**config.mk**
```make
export PLATFORM = sky130hd
export DESIGN_NAME = ccc_lock_supervisor
export DESIGN_NICKNAME = d
export VERILOG_FILES = /design/src/rtl/ccc_sup_pkg.sv /design/src/rtl/ccc_lock_sync.sv /design/src/rtl/ccc_lock_supervisor.sv
export SDC_FILE = /design/constraint.sdc
export NUM_CORES = 1
export LEC_CHECK = 0
export ABC_AREA = 1
export CAP_MARGIN = 40
export CORE_UTILIZATION = 40
export CTS_CLUSTER_SIZE = 20
export DETAILED_ROUTE_END_ITERATION = 8
export DONT_BUFFER_PORTS = 1
export PLACE_DENSITY_LB_ADDON = 0.2
export SETUP_SLACK_MARGIN = 0.1
export SYNTH_ARGS = -nofsm -noshare
export SYNTH_HDL_FRONTEND = slang
export SYNTH_SLANG_ARGS = --single-unit
```
**constraint.sdc**
```tcl
create_clock -name CLK -period 5.4 [get_ports CLK]
set_input_delay 0.81 -clock CLK [delete_from_list [all_inputs] [get_ports CLK]]
set_output_delay 0.81 -clock CLK [all_outputs]
set_load 0.005 [all_outputs]
```
**src/rtl/ccc_sup_pkg.sv**
```systemverilog
// Shared types and sizing helpers for the CCC lock supervisor.
// Latency: n/a (package only).
// Backpressure: n/a.
package ccc_sup_pkg;

    typedef enum logic [2:0] {
        ST_IDLE       = 3'd0,
        ST_ARST       = 3'd1,
        ST_WAIT_LOCK  = 3'd2,
        ST_STABLE_CHK = 3'd3,
        ST_RUN        = 3'd4,
        ST_FAULT      = 3'd5
    } state_e;

    localparam int unsigned LOSS_CNT_W   = 8;
    localparam int unsigned RETRY_CNT_W  = 2;
    localparam int unsigned LOSS_CNT_MAX = 255;

    // Bits needed to hold 0..max_val inclusive, never less than one.
    function automatic int unsigned cnt_width(input int unsigned max_val);
        return (max_val < 2) ? 1 : $clog2(max_val + 1);
    endfunction

endpackage

```
**src/rtl/ccc_lock_sync.sv**
```systemverilog
// N-flop synchronizer for the asynchronous CCC LOCK, cleared to 0 by reset.
// Latency: STAGES clock cycles from d_i to q_o.
// Backpressure: none; free-running shift.
// Ports: clk, rst_n (async active-low), d_i (asynchronous input), q_o (synchronised).
module ccc_lock_sync #(
    parameter int unsigned STAGES = 2
) (
    input  logic clk,
    input  logic rst_n,
    input  logic d_i,
    output logic q_o
);

    logic [STAGES-1:0] sync_q;

    always_ff @(posedge clk or negedge rst_n) begin
        if (!rst_n) begin
            sync_q <= '0;
        end else begin
            sync_q <= {sync_q[STAGES-2:0], d_i};
        end
    end

    assign q_o = sync_q[STAGES-1];

endmodule

```
**src/rtl/ccc_lock_supervisor.sv**
```systemverilog
// CCC/PLL bring-up sequencer and lock supervisor on a free-running clock.
// Latency: all outputs registered; decisions use LOCK after LOCK_SYNC_STAGES flops.
// Backpressure: none; level/pulse controls EN, FORCE_REINIT, FAULT_CLR.
// Ports: CLK/RESET_N; EN, FORCE_REINIT, FAULT_CLR, CCC_LOCK in; PLL_POWERDOWN_N,
//        PLL_ARST_N, FABRIC_RESET_N, LOCKED_STABLE, FAULT, STATE, RETRY_CNT, LOSS_CNT out.
// Build option: CCC_SUP_LOSS_CNT_EN keeps the lock-loss counter; otherwise LOSS_CNT is 0.
module ccc_lock_supervisor
    import ccc_sup_pkg::*;
#(
    parameter int unsigned LOCK_SYNC_STAGES     = 2,
    parameter int unsigned ARST_PULSE_CYCLES    = 16,
    parameter int unsigned LOCK_TIMEOUT_CYCLES  = 65536,
    parameter int unsigned LOCK_STABLE_CYCLES   = 1024,
    parameter int unsigned UNLOCK_FILTER_CYCLES = 4,
    parameter int unsigned MAX_RETRIES          = 3
) (
    input  logic                   CLK,
    input  logic                   RESET_N,
    input  logic                   EN,
    input  logic                   FORCE_REINIT,
    input  logic                   FAULT_CLR,
    input  logic                   CCC_LOCK,
    output logic                   PLL_POWERDOWN_N,
    output logic                   PLL_ARST_N,
    output logic                   FABRIC_RESET_N,
    output logic                   LOCKED_STABLE,
    output logic                   FAULT,
    output logic [2:0]             STATE,
    output logic [RETRY_CNT_W-1:0] RETRY_CNT,
    output logic [LOSS_CNT_W-1:0]  LOSS_CNT
);

    localparam int unsigned ARST_W = cnt_width(ARST_PULSE_CYCLES);
    localparam int unsigned TMO_W  = cnt_width(LOCK_TIMEOUT_CYCLES);
    localparam int unsigned STAB_W = cnt_width(LOCK_STABLE_CYCLES);
    localparam int unsigned FILT_W = cnt_width(UNLOCK_FILTER_CYCLES);

    // Terminal values: ARST/filter counters count 0..N-1, timeout/stable counters 1..N.
    localparam logic [ARST_W-1:0]      ARST_LAST  = ARST_W'(ARST_PULSE_CYCLES - 1);
    localparam logic [TMO_W-1:0]       TMO_LAST   = TMO_W'(LOCK_TIMEOUT_CYCLES);
    localparam logic [STAB_W-1:0]      STAB_LAST  = STAB_W'(LOCK_STABLE_CYCLES);
    localparam logic [FILT_W-1:0]      FILT_LAST  = FILT_W'(UNLOCK_FILTER_CYCLES - 1);
    localparam logic [RETRY_CNT_W-1:0] RETRY_LAST = RETRY_CNT_W'(MAX_RETRIES);

    logic lock_s;

    ccc_lock_sync #(
        .STAGES (LOCK_SYNC_STAGES)
    ) u_lock_sync (
        .clk   (CLK),
        .rst_n (RESET_N),
        .d_i   (CCC_LOCK),
        .q_o   (lock_s)
    );

    state_e                 state_q,    state_d;
    logic [RETRY_CNT_W-1:0] retry_q,    retry_d;
    logic [ARST_W-1:0]      arst_cnt_q, arst_cnt_d;
    logic [TMO_W-1:0]       tmo_cnt_q,  tmo_cnt_d;
    logic [STAB_W-1:0]      stab_cnt_q, stab_cnt_d;
    logic [FILT_W-1:0]      filt_cnt_q, filt_cnt_d;
    logic                   pwdn_n_q,   pwdn_n_d;
    logic                   arst_n_q,   arst_n_d;
    logic                   run_q,      run_d;
    logic                   fault_q,    fault_d;
    logic [TMO_W-1:0]       tmo_inc;
    logic [STAB_W-1:0]      stab_inc;
`ifdef CCC_SUP_LOSS_CNT_EN
    logic [LOSS_CNT_W-1:0]  loss_q,     loss_d;
`endif

    assign tmo_inc  = tmo_cnt_q + TMO_W'(1);
    assign stab_inc = stab_cnt_q + STAB_W'(1);

    always_comb begin
        state_d    = state_q;
        retry_d    = retry_q;
        arst_cnt_d = arst_cnt_q;
        tmo_cnt_d  = tmo_cnt_q;
        stab_cnt_d = stab_cnt_q;
        filt_cnt_d = filt_cnt_q;
`ifdef CCC_SUP_LOSS_CNT_EN
        loss_d     = loss_q;
`endif
        if (!EN) begin
            state_d = ST_IDLE;
            retry_d = '0;
        end else if (FORCE_REINIT && (state_q != ST_IDLE) && (state_q != ST_FAULT)) begin
            state_d    = ST_ARST;
            arst_cnt_d = '0;
            retry_d    = '0;
        end else begin
            case (state_q)
                ST_IDLE: begin
                    state_d    = ST_ARST;
                    arst_cnt_d = '0;
                    retry_d    = '0;
                end
                ST_ARST: begin
                    // Held at zero for the whole pulse so WAIT_LOCK always starts fresh.
                    tmo_cnt_d = '0;
                    if (arst_cnt_q == ARST_LAST) begin
                        state_d = ST_WAIT_LOCK;
                    end else begin
                        arst_cnt_d = arst_cnt_q + ARST_W'(1);
                    end
                end
                ST_WAIT_LOCK, ST_STABLE_CHK: begin
                    tmo_cnt_d = tmo_inc;
                    // Timeout outranks any lock activity seen in the same cycle.
                    if (tmo_inc == TMO_LAST) begin
                        if (retry_q == RETRY_LAST) begin
                            state_d = ST_FAULT;
                        end else begin
                            retry_d    = retry_q + RETRY_CNT_W'(1);
                            state_d    = ST_ARST;
                            arst_cnt_d = '0;
                        end
                    end else if (state_q == ST_WAIT_LOCK) begin
                        if (lock_s) begin
                            state_d    = ST_STABLE_CHK;
                            stab_cnt_d = '0;
                        end
                    end else if (!lock_s) begin
                        state_d = ST_WAIT_LOCK;
                    end else begin
                        stab_cnt_d = stab_inc;
                        if (stab_inc == STAB_LAST) begin
                            state_d    = ST_RUN;
                            filt_cnt_d = '0;
                        end
                    end
                end
                ST_RUN: begin
                    if (lock_s) begin
                        filt_cnt_d = '0;
                    end else if (filt_cnt_q == FILT_LAST) begin
                        state_d    = ST_ARST;
                        arst_cnt_d = '0;
                        retry_d    = '0;
`ifdef CCC_SUP_LOSS_CNT_EN
                        if (loss_q != LOSS_CNT_W'(LOSS_CNT_MAX)) begin
                            loss_d = loss_q + LOSS_CNT_W'(1);
                        end
`endif
                    end else begin
                        filt_cnt_d = filt_cnt_q + FILT_W'(1);
                    end
                end
                ST_FAULT: begin
                    if (FAULT_CLR) begin
                        state_d    = ST_ARST;
                        arst_cnt_d = '0;
                        retry_d    = '0;
                    end
                end
                default: begin
                    state_d = ST_IDLE;
                end
            endcase
        end

        // Output flops are loaded from the next state so they change on the transition edge.
        pwdn_n_d = (state_d == ST_ARST) || (state_d == ST_WAIT_LOCK) ||
                   (state_d == ST_STABLE_CHK) || (state_d == ST_RUN);
        arst_n_d = (state_d == ST_WAIT_LOCK) || (state_d == ST_STABLE_CHK) ||
                   (state_d == ST_RUN);
        run_d    = (state_d == ST_RUN);
        fault_d  = (state_d == ST_FAULT);
    end

    always_ff @(posedge CLK or negedge RESET_N) begin
        if (!RESET_N) begin
            state_q    <= ST_IDLE;
            retry_q    <= '0;
            arst_cnt_q <= '0;
            tmo_cnt_q  <= '0;
            stab_cnt_q <= '0;
            filt_cnt_q <= '0;
            pwdn_n_q   <= 1'b0;
            arst_n_q   <= 1'b0;
            run_q      <= 1'b0;
            fault_q    <= 1'b0;
`ifdef CCC_SUP_LOSS_CNT_EN
            loss_q     <= '0;
`endif
        end else begin
            state_q    <= state_d;
            retry_q    <= retry_d;
            arst_cnt_q <= arst_cnt_d;
            tmo_cnt_q  <= tmo_cnt_d;
            stab_cnt_q <= stab_cnt_d;
            filt_cnt_q <= filt_cnt_d;
            pwdn_n_q   <= pwdn_n_d;
            arst_n_q   <= arst_n_d;
            run_q      <= run_d;
            fault_q    <= fault_d;
`ifdef CCC_SUP_LOSS_CNT_EN
            loss_q     <= loss_d;
`endif
        end
    end

    assign PLL_POWERDOWN_N = pwdn_n_q;
    assign PLL_ARST_N      = arst_n_q;
    assign FABRIC_RESET_N  = run_q;
    assign LOCKED_STABLE   = run_q;
    assign FAULT           = fault_q;
    assign STATE           = state_q;
    assign RETRY_CNT       = retry_q;
`ifdef CCC_SUP_LOSS_CNT_EN
    assign LOSS_CNT        = loss_q;
`else
    assign LOSS_CNT        = '0;
`endif

endmodule

```
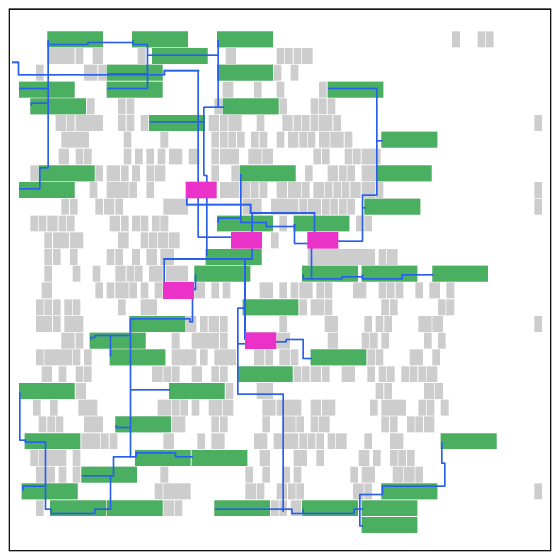
*Clock distribution, run 1*
- clock wires: blue (length 612 µm)
- clock drivers: magenta (count 5)
- flip-flops: green (count 47)
- routed clock nets: 6
- flops lie: widely spread
worst skew pair latency: 0.29 ns
clock-net power: 0.000253 W

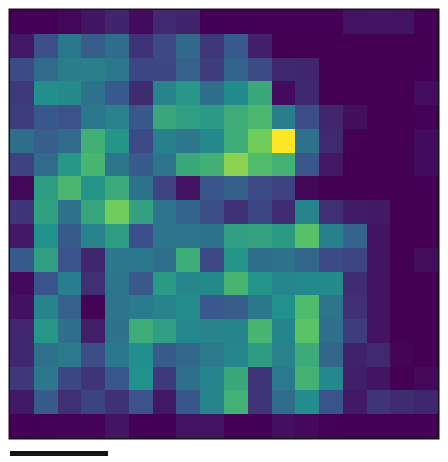
*Wire density map, run 1*
Scale bar: 20 µm. 18 x 18 tiles, from dark purple (low) to yellow (high), scaled to the fullest tile. Values are wire area over tile area, all layers added.
- emptiest ninth of the die: north-east
- nearly empty tiles: 21%
- tiles over half the peak: 16%
- fullest tile: 0.48
Overall Global Routing Usage: 18.0%
Routed wire per std cell: 12.0 µm
routed wire length: 6.20 mm
vias: 2,522

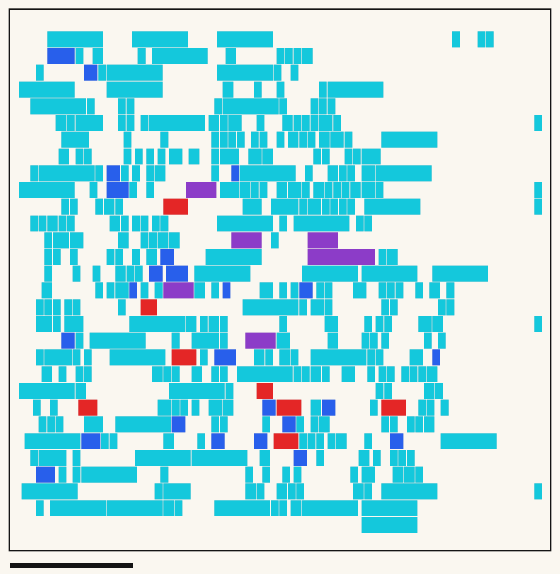
*Drive-strength map, run 1*
Scale bar: 20 µm.
- _6 and larger: purple (cells 6; share 1.4%; most used clkbuf_8)
- _2 cells: blue (cells 24; share 5.7%)
- _0 and _1 cells: cyan (cells 382; share 91%; most used nand2_1)
- _3 and _4 cells: red (cells 8; share 1.9%; most used nor2_4)
Non-CTS buffers: 1
P&R area growth vs syn: 6.22%
post-route cell area: 3120 µm²

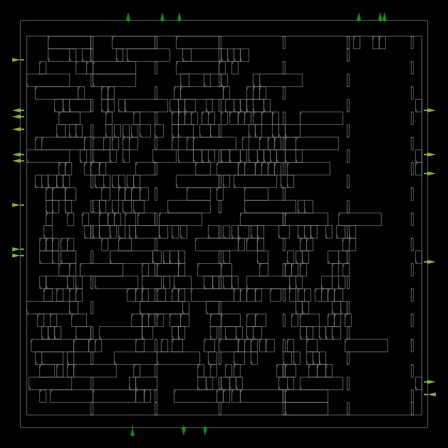
*Cell outlines without signal wires, run 1*
Util after Layout: 45.0%
# rows: 30
# Taps: 96
FFs & Latches: 47
core area: 6940 µm²

==> flow_metrics.env, run 1 <==
# physical design summary
export IMPL_final_setup_viol_count=0
export IMPL_drtPass1Iterations=5
export IMPL_final_hold_viol_count=0
export IMPL_ys_area_um2=2940
export IMPL_clockBufferDepth=2
export IMPL_cts_num_sinks=47
export IMPL_grt_max_degree=48
export IMPL_antenna_found_initial=0
export IMPL_ff_latch_area_um2=1180
export IMPL_fill_cells=716
export IMPL_place_area_um2=3020
export IMPL_layout_drive_gt1_share_pct=9.05
export IMPL_clk_pin_slew_ns=0.09
export IMPL_ys_sh_aoi_pct=10.3
export IMPL_setup_slack_ns=3.04
export IMPL_ctsResizeCount=0
export IMPL_fin_nets=433
export IMPL_fp_dieW_um=87.7
export IMPL_cp_max_fo=12
export IMPL_drt_iter0_markers=139
export IMPL_ys_sh_xor_pct=0.894
export IMPL_syn_avg_cell_area_um2=7.07
export IMPL_fmax_mhz=424
export IMPL_cp_start_kind="register"
export IMPL_ys_types=29
export IMPL_routed_via_density=4.89
export IMPL_fin_crit_ns=2.36
export IMPL_crit_chain="nor2_1 > inv_1 > nor2_1 > nor2_1 > nand2_1 > nand2_1 > inv_2 > nand2_1 > inv_2 > nand3_2 > inv_1 > o22ai_1"
export IMPL_top_area_cell="dfrtp_1"
export IMPL_area_leaders="dfrtp_1, nand2_1, inv_1, nor2_1, nand3_1"
export IMPL_hold_worst_slack_ns=0.198
export IMPL_r2r_cells=12
export IMPL_fin_cells=516
export IMPL_adder_share_pct=2.98
export IMPL_grt_ovfl_total=0
export IMPL_numPortBuffers=0
export IMPL_gp_congestion=0.846
export IMPL_timing_rr_start="STATE[1]"
export IMPL_ys_ff=47
export IMPL_drc=0
export IMPL_cts_hold_buf=0
export IMPL_fin_skew_ns=0.00609
export IMPL_rsz0062_at_grt="false"
export IMPL_timing_rr_end="stab_cnt_q[6]"
export IMPL_cts_inserted_buffers=5
export IMPL_max_stage_delay_ns=0.49
export IMPL_synth_area_um2=2940
export IMPL_setup_tns_ns=0
export IMPL_synth_cells=416
export IMPL_antenna_cells=0
export IMPL_antenna_left=0
export IMPL_yosys_stat_cells=416
export IMPL_die_area_um2=7690
export IMPL_dpl_worst_slack_ns=3.01
export IMPL_ys_sh_mux_pct=0
export IMPL_grt_pass1_wl_mm=11.0
export IMPL_dp_hpwl_mm=4.70
export IMPL_critPathSlowestCell="dfrtp_1"
export IMPL_logic_family="simple AND/OR/NAND/NOR gates"
export IMPL_grt_pass1_vias=2450
export IMPL_cts_setup_buffers=0
export IMPL_ir_worst_vdd_uv=119
export IMPL_crit_path_end_kind="register"
export IMPL_fin_crit_sh_pct=43.7
export IMPL_synth_warnings=0
export IMPL_arrival_ns=2.52
export IMPL_cts_root_buf="clkbuf_8"
export IMPL_max_cap_violations=0
export IMPL_outcome="completed"
export IMPL_crit_required_ns=5.56
export IMPL_h_tree_depth=2
export IMPL_hp_class="in2async"
export IMPL_p_leak_nw=1.52
export IMPL_simple_gate_share_pct=35.3
export IMPL_p_per_area_nw_per_um2=202
export IMPL_final_max_slew_viol_count=0
export IMPL_synth_yosys_seq_area_share_pct=40.0
export IMPL_initCoreUtil_pct=42.3
export IMPL_warning_count=26
export IMPL_worstSetupPathType="reg2reg"
export IMPL_die_h_um=87.7
export IMPL_io_pins=24
export IMPL_dp_cells=509
export IMPL_post_synth_top_area_fraction_pct=40.0
export IMPL_cts_tree="done"
export IMPL_comb_area_um2=1490
export IMPL_r2r_slack_ns=3.04
run 1: area by class of cell:
type / instances / area share (%)
clock inverter: 2 / 1.20
inverter: 59 / 7.25
multi-input combinational: 306 / 47.6
clock buffer: 5 / 2.20
timing repair buffer: 1 / 0.240
tap: 96 / 3.85
sequential: 47 / 37.7
run 1: stage by stage:
| step | util, % | total power [W] |
|---|---|---|
| 2_1_floorplan | - | 0.000384 |
| 3_3_place_gp | 43.4 | 0.000384 |
| 3_5_place_dp | 43.4 | 0.000385 |
| 4_1_cts | 45.0 | 0.000639 |
| 5_1_grt | 45.0 | 0.000658 |
| 6_report | 45.0 | 0.000630 |
run 1: worst max-delay path: cells and delay by family, from the launching register on:
| kind | cells | cell delay (ns) |
|---|---|---|
| and+or+nand+nor | 7 | 0.95 |
| AOI/OAI and AO/OA | 1 | 0.11 |
| DFF | 1 | 0.49 |
| buffers and inverters | 4 | 0.67 |
run 1: cells in the mapped netlist, drive strengths merged:
master,instances
conb,1
a21oi,5
o31ai,1
nand2,140
nand3,27
nor4b,1
o21ai,29
nor2,55
a211oi,2
nand4,9
dfrtp,47
or2,2
clkinv,1
nor3,2
a22o,2
a31oi,1
ha,7
xor2,3
buf,11
o22ai,12
inv,58
run 1: cells in the final DEF, fill, tap and decap left out, types with 6 or more instances in the layout:
| cell | count |
|---|---|
| nand2_1 | 134 |
| inv_1 | 54 |
| dfrtp_1 | 47 |
| nor2_1 | 44 |
| nand3_1 | 24 |
| o21ai_0 | 21 |
| o22ai_1 | 12 |
| nand4_1 | 9 |
| conb_1 | 8 |
| ha_1 | 7 |
| nand2_2 | 6 |
| o21ai_1 | 6 |
| nor2_2 | 6 |
run 1: registers in the layout, summed over array words and instances, names as in the netlist:
signal,cells
RETRY_CNT,2
FAULT,1
PLL_POWERDOWN_N,1
stab_cnt_q,11
PLL_ARST_N,1
arst_cnt_q,5
filt_cnt_q,3
tmo_cnt_q,17
u_lock_sync.sync_q,2
STATE,3
FABRIC_RESET_N,1
run 1: worst max path at each step:
stage	from	slack [ns]	end
6_report	STATE[1]	3.04	stab_cnt_q[6]
5_1_grt	stab_cnt_q[0]	2.74	PLL_POWERDOWN_N
4_1_cts	STATE[1]	3.02	stab_cnt_q[6]
3_5_place_dp	FORCE_REINIT	3.01	stab_cnt_q[6]
3_3_place_gp	FORCE_REINIT	3.08	stab_cnt_q[6]
2_1_floorplan	stab_cnt_q[0]	3.42	PLL_POWERDOWN_N
run 1: logic make-up after synthesis:
group,after synthesis
flops,47
simple gates,236
xor+xnor,3
other cells,1
fa+ha+maj,7
buf+inv,70
compound gates,52
run 1: layer usage:
layer / global-route usage [%] / routed length [µm] / vias to the layer above
met1: 23.2 / 2980 / 1161
met5: 0 / 0 / -
li1: - / - / 1319
met3: 3.20 / 208 / 2
met4: 3.58 / 12 / 0
met2: 31.7 / 3000 / 40
run 1: where the power goes:
| group | switching [W] | leakage [nW] | internal (W) |
|---|---|---|---|
| registers | 0.00000296 | 0.606 | 0.000355 |
| logic | 0.0000144 | 0.860 | 0.00000552 |
| clock network | 0.000118 | 0.0502 | 0.000135 |
| total | 0.000135 | 1.52 | 0.000496 |
==> run 1 -> run 2 <==
clock period = 2.1 ns   (was 5.4 ns; I/O delays follow)
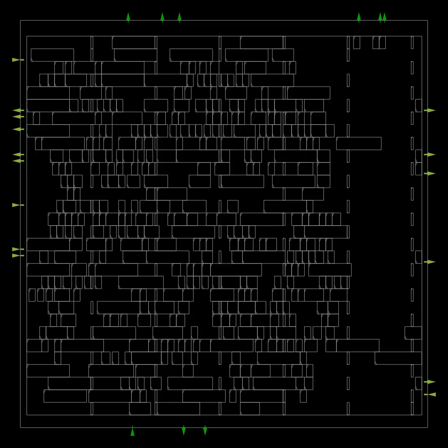
*Cell outlines without signal wires, run 2*
Seq/total area: 33.6%
# fillers: 665

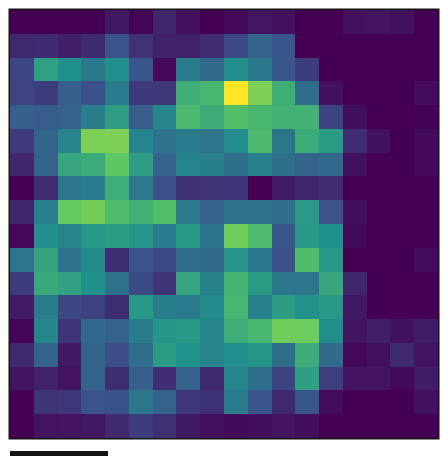
*Wire density map, run 2*
Scale bar: 20 µm. 18 x 18 tiles, from dark purple (low) to yellow (high), scaled to the fullest tile. Values are wire area over tile area, all layers added.
- mean over tiles: 0.13
- emptiest ninth of the die: north-east
- nearly empty tiles: 19%
- fullest tile: 0.49
- densest ninth of the die: west

==> run 2 against run 1 <==
- combinational power rose to 4.2 times the previous value
- via count up 4.7%
- global-route usage grew 0.56 points
- critical path type unchanged
- largest cell class unchanged
==> flow_metrics.env, run 2 <==
# physical design summary
export IMPL_outcome="completed"
export IMPL_final_max_slew_viol_count=0
export IMPL_grt_ovfl_total=0
export IMPL_synth_warnings=0
export IMPL_initCoreUtil_pct=42.3
export IMPL_die_h_um=87.7
export IMPL_dp_hpwl_mm=4.73
export IMPL_cp_max_fo=6
export IMPL_flop_cell="dfrtp_1"
export IMPL_yosys_stat_cells=416
export IMPL_fin_cells=533
export IMPL_clockBufferDepth=2
export IMPL_syn_to_final_growth_pct=19.7
export IMPL_gp_congestion=0.850
export IMPL_drtPass1Iterations=4
export IMPL_final_setup_viol_count=0
export IMPL_critPathSlowestCell="dfrtp_1"
export IMPL_ir_worst_vdd_uv=285
export IMPL_cts_tree="done"
export IMPL_synth_yosys_seq_area_share_pct=40.0
export IMPL_layout_top_cell="nand2_1"
export IMPL_final_hold_viol_count=0
export IMPL_grt_max_degree=48
export IMPL_top_area_cell="dfrtp_1"
export IMPL_h_tree_depth=2
export IMPL_worstSetupPathType="reg2reg"
export IMPL_antenna_cells=0
export IMPL_io_pins=24
export IMPL_layout_drive_gt1_share_pct=22.0
export IMPL_fin_crit_sh_pct=96.5
export IMPL_fmax_mhz=494
export IMPL_fp_dieW_um=87.7
export IMPL_grt_pass1_vias=2460
export IMPL_max_stage_delay_ns=0.43
export IMPL_synth_area_um2=2940
export IMPL_hold_worst_slack_ns=0.0359
export IMPL_crit_required_ns=2.34
export IMPL_ys_area_um2=2940
export IMPL_gr_usage_all_layers_pct=18.6
export IMPL_clk_pin_slew_ns=0.09
export IMPL_syn_avg_cell_area_um2=7.07
export IMPL_rsz0062_at_grt="true"
export IMPL_grt_pass1_wl_mm=11.1
export IMPL_crit_path_end_kind="register"
export IMPL_cts_inserted_buffers=5
export IMPL_numPortBuffers=0
export IMPL_totalWireLength_mm=6.61
export IMPL_drt_iter0_markers=158
export IMPL_post_synth_top_area_fraction_pct=40.0
export IMPL_ys_ff=47
export IMPL_die_area_um2=7690
export IMPL_fin_skew_ns=0.00841
export IMPL_fin_util_pct=50.7
export IMPL_path_common_cell="nand2_2"
export IMPL_fin_crit_ns=2.03
export IMPL_routed_via_density=4.95
export IMPL_setup_tns_ns=0
export IMPL_p_per_area_nw_per_um2=485
export IMPL_cp_start_kind="register"
export IMPL_drc=0
export IMPL_dp_cells=519
export IMPL_final_cell_mix="nand2_1, inv_1, dfrtp_1"
export IMPL_warning_count=28
export IMPL_cpLargestDelayFamily="simple AND/OR/NAND/NOR gates"
export IMPL_ys_types=29
export IMPL_hp_class="in2reg"
export IMPL_dpl_worst_slack_ns=-0.0209
export IMPL_setup_slack_ns=0.0739
export IMPL_arrival_ns=2.26
export IMPL_crit_buf_inv=2
export IMPL_fin_nets=449
export IMPL_cts_num_sinks=47
export IMPL_synthTopCellsByCount="nand2_1, inv_1, dfrtp_1"
export IMPL_p_leak_nw=1.67
export IMPL_antenna_left=0
export IMPL_ys_async_sr_fraction_pct=100
export IMPL_yosys_cell_count_top_type="nand2_1"
export IMPL_edf_count=0
export IMPL_row_count=30
export IMPL_core_area_um2=6940
export IMPL_synth_cells=416
export IMPL_antenna_found_initial=0
export IMPL_max_cap_violations=0
export IMPL_top_register="tmo_cnt_q"
export IMPL_reg_top3="tmo_cnt_q: 17 flops, stab_cnt_q: 11 flops, arst_cnt_q: 5 flops"
export IMPL_area_leaders="dfrtp_1, nand2_1, inv_1, nor2_1, nand3_1"
export IMPL_vias=2641
export IMPL_cts_root_buf="clkbuf_8"
export IMPL_crit_chain="buf_6 > nand2_4 > nor2_4 > nand2_2 > nand2_2 > nand2_2 > nor2_4 > nand3_2 > nor2_4 > nand2_4 > nand2_2 > nand2_2 > nand2_2 > nand2_4 > clkinv_4 > nand2_1 > o21ai_2"
export IMPL_largest_reg_flops=17
export IMPL_wl_per_cell_um=12.4
export IMPL_clk_latency_ns=0.30
## run 2: path summary, 6_finish.rpt
path	cells after the start	startpoint	slack, ns	to
worst max-delay path	17	tmo_cnt_q[1]	0.07	arst_cnt_q[4]
max in group asynchronous	2	RESET_N	1.34	tmo_cnt_q[0]
worst min register to register	0	u_lock_sync.sync_q[0]	0.36	u_lock_sync.sync_q[1]
worst max register to register	17	tmo_cnt_q[1]	0.07	arst_cnt_q[4]
worst min-delay path	0	CCC_LOCK	0.04	u_lock_sync.sync_q[0]
min in group asynchronous	2	RESET_N	0.51	tmo_cnt_q[7]
## run 2: where the power goes
group / total [W] / leakage, nW / switching (W) / internal [W]
clock: 0.000705 / 0.0612 / 0.000319 / 0.000386
combinational: 0.0000838 / 1.01 / 0.0000600 / 0.0000238
sequential: 0.000919 / 0.599 / 0.00000680 / 0.000912
total: 0.00171 / 1.67 / 0.000386 / 0.00132
## run 2: routing by layer
layer / track usage, % / part of all wire (%) / vias up
li1: - / - / 1352
met1: 25.0 / 47 / 1247
met2: 30.8 / 49 / 40
met3: 3.77 / 3.5 / 2
met4: 4.47 / 0.44 / 0
met5: 0 / 0 / -
## run 2: through the flow
step	total power [W]	instance area, µm²
after detailed placement	0.000992	3090
after global routing	0.00178	3520
after global placement	0.000992	3090
after floorplan	0.000987	2970
after CTS	0.00172	3380
final	0.00171	3520
## run 2: final cells by class
| cell class | count | area, µm² | area share (%) |
|---|---|---|---|
| Multi-Input combinational cell | 306 | 1710 | 48.5 |
| Sequential cell | 47 | 1180 | 33.6 |
| Inverter | 59 | 236 | 6.72 |
| Timing Repair Buffer | 17 | 158 | 4.48 |
| Tap cell | 96 | 120 | 3.41 |
| Clock buffer | 6 | 82.6 | 2.35 |
| Clock inverter | 2 | 35.0 | 0.996 |
## run 2: timing repair
item                                    in CTS  in global routing
hold buffers                                 2                  0
buffers inserted                             3                  1
pin swaps                                   10                  7
resized                                     29                 38
endpoints found under the setup margin      25                 28
endpoints found under the hold margin       47                  0
## run 2: logic make-up after synthesis
| family | count (synthesis) | share of synthesized area (%) |
|---|---|---|
| buf+inv | 70 | 10.3 |
| flops | 47 | 40.0 |
| compound gates | 52 | 10.3 |
| simple gates | 236 | 35.3 |
| other cells | 1 | 0.128 |
| xor+xnor | 3 | 0.894 |
| fa+ha+maj | 7 | 2.98 |
==> run 2 -> run 3 <==
PLACE_DENSITY_LB_ADDON = 0.12   (was 0.2)
SETUP_SLACK_MARGIN = unset   (was 0.1)
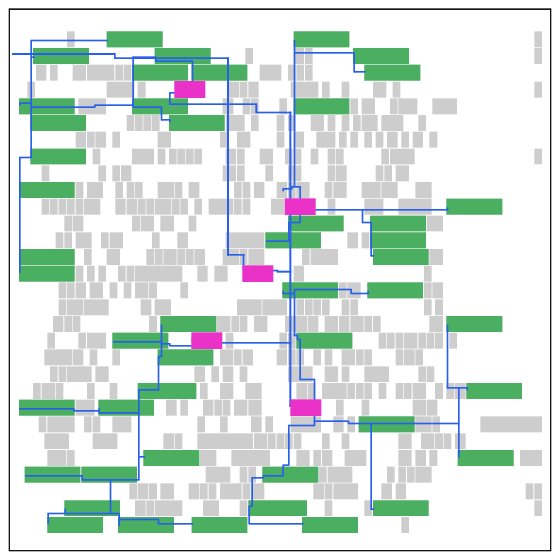
*Clock distribution, run 3*
- clock drivers: magenta (count 5)
- clock wires: blue (length 620 µm)
- flip-flops: green (count 47)
- flops lie: widely spread
- routed clock nets: 6
worst skew pair latency: 0.30 ns
Clock Skews: 0.00995 ns

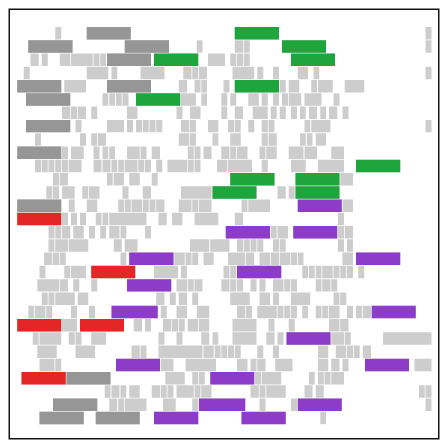
*Sequential cells coloured by netlist name, run 3*
Other sequential cells in the stronger grey, the rest of the logic in the fainter grey.
- `stab_cnt_q`: green (sequential cells 11)
- `arst_cnt_q`: red (sequential cells 5; where south-west)
- `tmo_cnt_q`: purple (sequential cells 17)
- not coloured: 14
FF+latch area: 1180 µm²
Util after Layout: 49.6%

==> run 3 against run 2 <==
- register-to-register slack lost 0.05 ns
- critical path type unchanged
- highest routed layer unchanged
- utilization shrank 1.1 points
- non-clock buffer count grew 1
- synthesized cell count is the same
- cell count is the same
==> flow_metrics.env, run 3 <==
# physical design summary
export IMPL_outcome="completed"
export IMPL_cts_inserted_buffers=5
export IMPL_timing_rr_start="tmo_cnt_q[1]"
export IMPL_io_pins=24
export IMPL_fin_crit_sh_pct=98.9
export IMPL_p_per_area_nw_per_um2=454
export IMPL_edf_count=0
export IMPL_synthTopCellsByCount="nand2_1, inv_1, dfrtp_1"
export IMPL_setup_slack_ns=0.0224
export IMPL_wl_per_cell_um=12.5
export IMPL_antenna_found_initial=0
export IMPL_die_h_um=87.7
export IMPL_dp_hpwl_mm=4.94
export IMPL_reg_top3="tmo_cnt_q: 17 flops, stab_cnt_q: 11 flops, arst_cnt_q: 5 flops"
export IMPL_grt_ovfl_total=0
export IMPL_setup_tns_ns=0
export IMPL_layout_top_cell="nand2_1"
export IMPL_layout_drive_gt1_share_pct=20.1
export IMPL_min_from="CCC_LOCK"
export IMPL_drtPass1Iterations=4
export IMPL_holdPathEnd="u_lock_sync.sync_q[0]"
export IMPL_clockBufferDepth=2
export IMPL_design_area_um2=3440
export IMPL_cts_num_sinks=47
export IMPL_row_count=30
export IMPL_die_area_um2=7690
export IMPL_cts_root_buf="clkbuf_8"
export IMPL_ir_worst_vdd_uv=233
export IMPL_ys_async_sr_fraction_pct=100
export IMPL_arrival_ns=2.32
export IMPL_largest_reg_flops=17
export IMPL_yosys_cell_count_top_type="nand2_1"
export IMPL_synth_cells=416
export IMPL_simple_gate_share_pct=35.3
export IMPL_h_tree_depth=2
export IMPL_flop_cell="dfrtp_1"
export IMPL_core_area_um2=6940
export IMPL_crit_required_ns=2.35
export IMPL_hold_worst_slack_ns=0.0325
export IMPL_min_path_cells=0
export IMPL_yosys_stat_cells=416
export IMPL_fp_dieW_um=87.7
export IMPL_synth_warnings=0
export IMPL_rsz0062_at_grt="true"
export IMPL_final_hold_viol_count=0
export IMPL_ys_types=29
export IMPL_gp_congestion=0.848
export IMPL_synth_area_um2=2940
export IMPL_cp_start_kind="register"
export IMPL_routed_via_density=4.92
export IMPL_hp_class="in2reg"
export IMPL_p_leak_nw=1.64
export IMPL_fin_nets=450
export IMPL_grt_pass1_vias=2508
export IMPL_vias=2620
export IMPL_ys_sh_xor_pct=0.894
export IMPL_cp_max_fo=6
export IMPL_fin_crit_ns=2.08
export IMPL_fmax_mhz=481
export IMPL_final_max_slew_viol_count=0
export IMPL_grt_pass1_wl_mm=11.3
export IMPL_finalPower_w=0.00156
export IMPL_clk_pin_slew_ns=0.08
export IMPL_worstSetupPathType="reg2reg"
export IMPL_numPortBuffers=0
export IMPL_totalWireLength_mm=6.68
export IMPL_timing_rr_end="arst_cnt_q[2]"
export IMPL_antenna_left=0
export IMPL_adder_share_pct=2.98
export IMPL_crit_path_end_kind="register"
export IMPL_drc=0
export IMPL_ys_sh_aoi_pct=10.3
export IMPL_syn_to_final_growth_pct=17.2
export IMPL_place_area_um2=3110
export IMPL_top_register="tmo_cnt_q"
export IMPL_post_synth_top_area_fraction_pct=40.0
export IMPL_antenna_cells=0
export IMPL_cts_tree="done"
export IMPL_final_setup_viol_count=0
export IMPL_dpl_worst_slack_ns=-0.00814
export IMPL_ys_sh_mux_pct=0
export IMPL_max_cap_violations=0
export IMPL_ys_ff=47
export IMPL_warning_count=27
export IMPL_grt_max_degree=48
export IMPL_r2r_cells=18
export IMPL_final_cell_mix="nand2_1, inv_1, dfrtp_1"
export IMPL_synth_yosys_seq_area_share_pct=40.0
export IMPL_initCoreUtil_pct=42.3
export IMPL_logic_family="simple AND/OR/NAND/NOR gates"
export IMPL_gr_usage_all_layers_pct=19.0
export IMPL_area_leaders="dfrtp_1, nand2_1, inv_1, nor2_1, nand3_1"
export IMPL_syn_avg_cell_area_um2=7.07
export IMPL_ys_area_um2=2940
export IMPL_top_area_cell="dfrtp_1"
export IMPL_r2r_slack_ns=0.02
export IMPL_drt_iter0_markers=152
[run 3: area by class of cell]
| type | count | area, µm² |
|---|---|---|
| clock buffer | 6 | 82.6 |
| fill | 696 | 3500 |
| timing repair buffer | 18 | 158 |
| multi-input combinational | 306 | 1670 |
| sequential | 47 | 1180 |
| tap | 96 | 120 |
| clock inverter | 1 | 5.00 |
| inverter | 59 | 234 |
[run 3: timing repair]
action                                  in CTS  in global routing
buffers inserted                             1                  2
pin swaps                                    1                 10
hold buffers                                 2                  0
hold endpoints to repair                    47                  0
endpoints found under the setup margin      12                 28
gates resized                                5                 48
[run 3: critical path, cell delays in order (launching register included)]
cell and delay [ns]:
dfrtp_1 0.36, buf_4 0.13, ha_4 0.14, nand3_4 0.12, nor2_4 0.14, nand2_1 0.06
nand2_1 0.08, nand2_2 0.06, nor2_2 0.08, nand2_2 0.08, nor2_4 0.13, nand2_2 0.10
nand2_2 0.11, nand2_2 0.06, nand2_2 0.07, nand2_4 0.08, inv_8 0.10, nand2_2 0.04
nand2_1 0.06
[run 3: per-layer routing]
| layer | routed length [µm] | GRT usage [%] | up-vias |
|---|---|---|---|
| li1 | - | - | 1362 |
| met1 | 3260 | 25.2 | 1218 |
| met2 | 3140 | 31.6 | 33 |
| met3 | 202 | 3.68 | 7 |
| met4 | 79 | 5.51 | 0 |
| met5 | 0 | 0 | - |
[run 3: stage by stage]
step | cells | util, %
4_1_cts | 531 | 46.9
2_1_floorplan | 423 | -
3_5_place_dp | 521 | 44.7
5_1_grt | 533 | 49.6
3_3_place_gp | 521 | 44.7
6_report | 533 | 49.6
[run 3: power breakdown]
group | internal (W) | leakage, nW | total [W] | switching, W
combinational | 0.0000255 | 0.987 | 0.0000878 | 0.0000623
clock | 0.000259 | 0.0470 | 0.000556 | 0.000298
sequential | 0.000912 | 0.603 | 0.000919 | 0.00000692
total | 0.00120 | 1.64 | 0.00156 | 0.000367
[run 3: worst max-delay path by stage]
stage	to	start
finish	arst_cnt_q[2]	tmo_cnt_q[1]
global route	PLL_POWERDOWN_N	tmo_cnt_q[1]
CTS	PLL_POWERDOWN_N	stab_cnt_q[1]
detailed placement	PLL_POWERDOWN_N	tmo_cnt_q[1]
global placement	PLL_POWERDOWN_N	tmo_cnt_q[1]
floorplan	PLL_POWERDOWN_N	stab_cnt_q[0]
[run 3: cells by family (layout without fill, tap and decap cells)]
logic type	count (synthesis)	count (layout)
xor gates and xnor gates	3	3
other	1	8
adders and majority gates	7	7
buffers and inverters	70	84
DFF	47	47
AOI/OAI and AO/OA	52	52
and+or+nand+nor	236	236
Power figures rest on the tool's default switching activity, not on a simulated workload.
